**src/rtl/scr30b_tx.sv**
```systemverilog
// scr30b_tx: 30-bit self-synchronizing scrambler (G = x^58 + x^39 + 1) with a 2-deep input FIFO and idle fill.
// Define SCR30B_BYPASS_EN to add a BYPASS input that sends the raw word unscrambled.
module scr30b_tx (
   input  logic        CLK,
   input  logic        RST,
   input  logic [29:0] DataIn,
   input  logic        DataInValid,
   output logic        DataInReady,
   input  logic        REV,
   input  logic        TxReady,
`ifdef SCR30B_BYPASS_EN
   input  logic        BYPASS,
`endif
   output logic [29:0] DataOut,
   output logic [15:0] IdleCnt
);
   localparam logic [57:0] SEED = 58'h155_5557_5555_5555;

   logic [29:0] mem_q [2];
   logic        wr_q, rd_q, rdy_q, rdy_d, push, pop, bypass;
   logic [1:0]  cnt_q, cnt_d;
   logic [57:0] s_q, s_d;
   logic [29:0] dout_q, dout_d, w, o, o_rev;
   logic [15:0] idle_q, idle_d;

`ifdef SCR30B_BYPASS_EN
   assign bypass = BYPASS;
`else
   assign bypass = 1'b0;
`endif

   // O[i] uses the history as it stood before this word; the history then shifts in O with bit 29 newest
   for (genvar g = 0; g < 30; g++) begin : g_scr
      assign o[g]        = w[g] ^ s_q[57-g] ^ s_q[38-g];
      assign o_rev[29-g] = o[g];
   end

   always_comb begin
      push   = DataInValid && rdy_q;
      pop    = TxReady && (cnt_q != 2'd0);
      w      = (pop ? mem_q[rd_q] : 30'h0) ^ {30{REV}};
      dout_d = TxReady ? (bypass ? w : o) : dout_q;
      s_d    = (TxReady && !bypass) ? {s_q[27:0], o_rev} : s_q;
      idle_d = (TxReady && !pop && idle_q != 16'hFFFF) ? idle_q + 16'd1 : idle_q;
      cnt_d  = cnt_q + {1'b0, push} - {1'b0, pop};
      rdy_d  = cnt_d != 2'd2;
   end

   always_ff @(posedge CLK or posedge RST) begin
      if (RST) begin
         wr_q   <= 1'b0;
         rd_q   <= 1'b0;
         cnt_q  <= 2'd0;
         rdy_q  <= 1'b0;
         s_q    <= SEED;
         dout_q <= 30'h0;
         idle_q <= 16'h0;
      end else begin
         wr_q   <= wr_q ^ push;
         rd_q   <= rd_q ^ pop;
         cnt_q  <= cnt_d;
         rdy_q  <= rdy_d;
         s_q    <= s_d;
         dout_q <= dout_d;
         idle_q <= idle_d;
      end
   end

   always_ff @(posedge CLK) begin
      if (push) mem_q[wr_q] <= DataIn;
   end

   assign DataInReady = rdy_q;
   assign DataOut     = dout_q;
   assign IdleCnt     = idle_q;
endmodule

```
**config.mk**
```make
export PLATFORM = sky130hd
export DESIGN_NAME = scr30b_tx
export DESIGN_NICKNAME = d
export VERILOG_FILES = /design/src/rtl/scr30b_tx.sv
export SDC_FILE = /design/constraint.sdc
export NUM_CORES = 1
export LEC_CHECK = 0
export ABC_AREA = 1
export CORE_MARGIN = 4
export CORE_UTILIZATION = 40
export DETAILED_ROUTE_END_ITERATION = 16
export PLACE_DENSITY = 0.66
export SLEW_MARGIN = 25
export SYNTH_ARGS = -nofsm -noshare
export SYNTH_HDL_FRONTEND = slang
export SYNTH_SLANG_ARGS = --single-unit
```
**constraint.sdc**
```tcl
create_clock -name CLK -period 8.3 [get_ports CLK]
set_input_delay 0.83 -clock CLK [delete_from_list [all_inputs] [get_ports CLK]]
set_output_delay 0.83 -clock CLK [all_outputs]
set_load 0.005 [all_outputs]
```
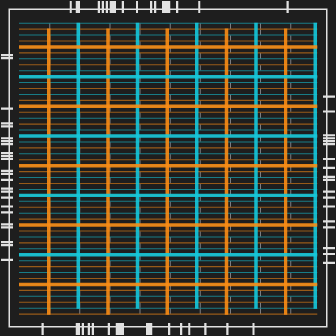
Fig. 1. Supply network.
Pins as bars on the die edge. Tap cells in grey.
legend:
  VSS:
    colour: orange
  VDD:
    colour: cyan
rows: 49
tap cells: 229
met5 straps: 9
signal pins: 82
met1 rails: 50

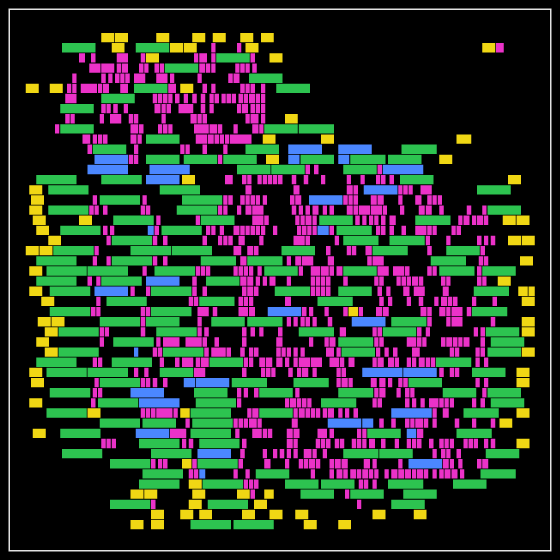
Fig. 2. Placed cells, one colour a class.
legend:
  remaining buffers and delay cells:
    colour: yellow
    cells: 87
    share_of_their_area: 9.8%
  registers:
    colour: green
    cells: 154
    share_of_their_area: 48%
  remaining logic cells:
    colour: magenta
    cells: 704
    share_of_their_area: 35%
  clock drivers and dummy loads:
    colour: blue
    cells: 32
    share_of_their_area: 7.7%
num rows: 49
core area: 0.01821 mm2
design area: 0.009049 mm2
flop share of the area: 46.34%
Final Util: 49.69%

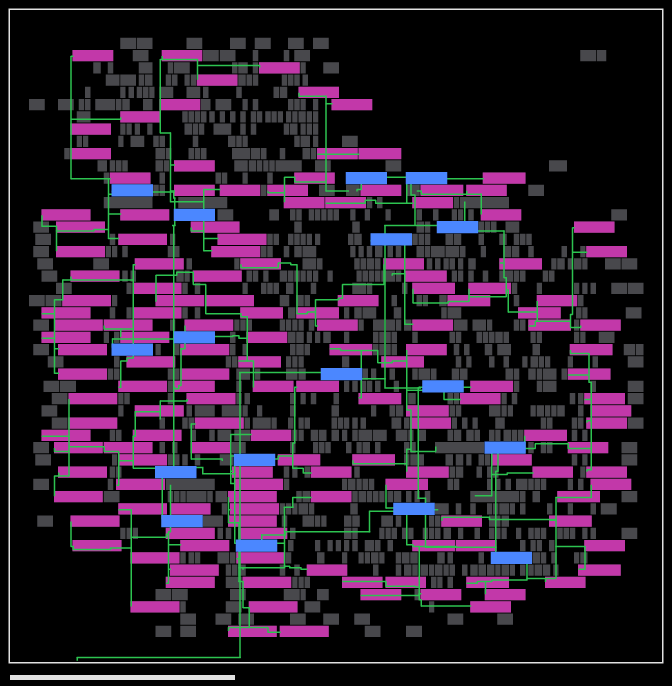
Fig. 3. Clock distribution.
Scale bar: 50 um.
legend:
  clock-net drivers:
    colour: blue
    count: 17
  flip-flops:
    colour: magenta
    count: 154
  clock wires:
    colour: green
    length: 1890 um
routed clock nets: 18

==> results.json <==
{
  "buffer_area_share_pct": 9.444,
  "tns_ns": 0,
  "ys_chip_area_mm2": 0.007482,
  "vias_per_cell": 4.826,
  "pwr_density_cell_mw_per_mm2": 356.0,
  "clkbuf_count": 17,
  "comb_share_pct": 30.77,
  "yosysWarnings": 0,
  "clock-sinks": 154,
  "reg2regPathDepth": 8,
  "pin_count": 82,
  "ys_top_logic_family": "simple AND/OR/NAND/NOR gates",
  "cts_tree": "built",
  "top_cell": "nand2_1",
  "syn_to_final_growth_pct": 20.94,
  "cts_resized": 0,
  "grt_max_degree": 77,
  "pwr-share-comb_pct": 31.9,
  "routed-wl-met2_mm": 7.461,
  "mi_logic_area_mm2": 0.002784,
  "n_antenna_cell": 0,
  "simple_gate_share_pct": 31.10,
  "cp-endpoint": "DataInReady",
  "warning_count": 27,
  "worstSetupPathType": "in2reg",
  "status": "finished clean",
  "crit_arrival_ns": 3.82,
  "fin_nets": 1004,
  "rrSetupSlack_ns": 5.98,
  "cts_buffers": 17,
  "ys.flops": 154,
  "inverters": 68,
  "mux_area_share_pct": 0,
  "period_used_pct": 42.35,
  "nWellTaps": 229
}
[cell usage in the layout, fill, tap and decap left out, types with 2 or more instances in the layout]
master           instances
nand4_1                 11
nor2_1                  24
inv_6                    2
a21oi_1                  3
xnor2_1                 16
clkbuf_16               17
buf_4                    5
nand2_1                460
dfrtp_1                 63
xor2_1                  10
clkinv_4                 3
inv_1                   64
clkinv_1                 2
nand3_1                 64
inv_4                    2
ha_1                     5
edfxtp_1                60
bufinv_16                6
o21ai_0                 27
dfstp_2                 30
nand3b_1                 7
nor2_4                   2
clkdlybuf4s50_1         80
nor2_2                   2
clkinv_2                 2
[routing by layer]
metal	track usage, %	vias to the layer above
li1	-	2957
met1	24.68	2718
met2	24.98	135
met3	3.779	10
met4	4.958	0
met5	0	-
No activity file was given, so power comes from the tool's default toggle rates.
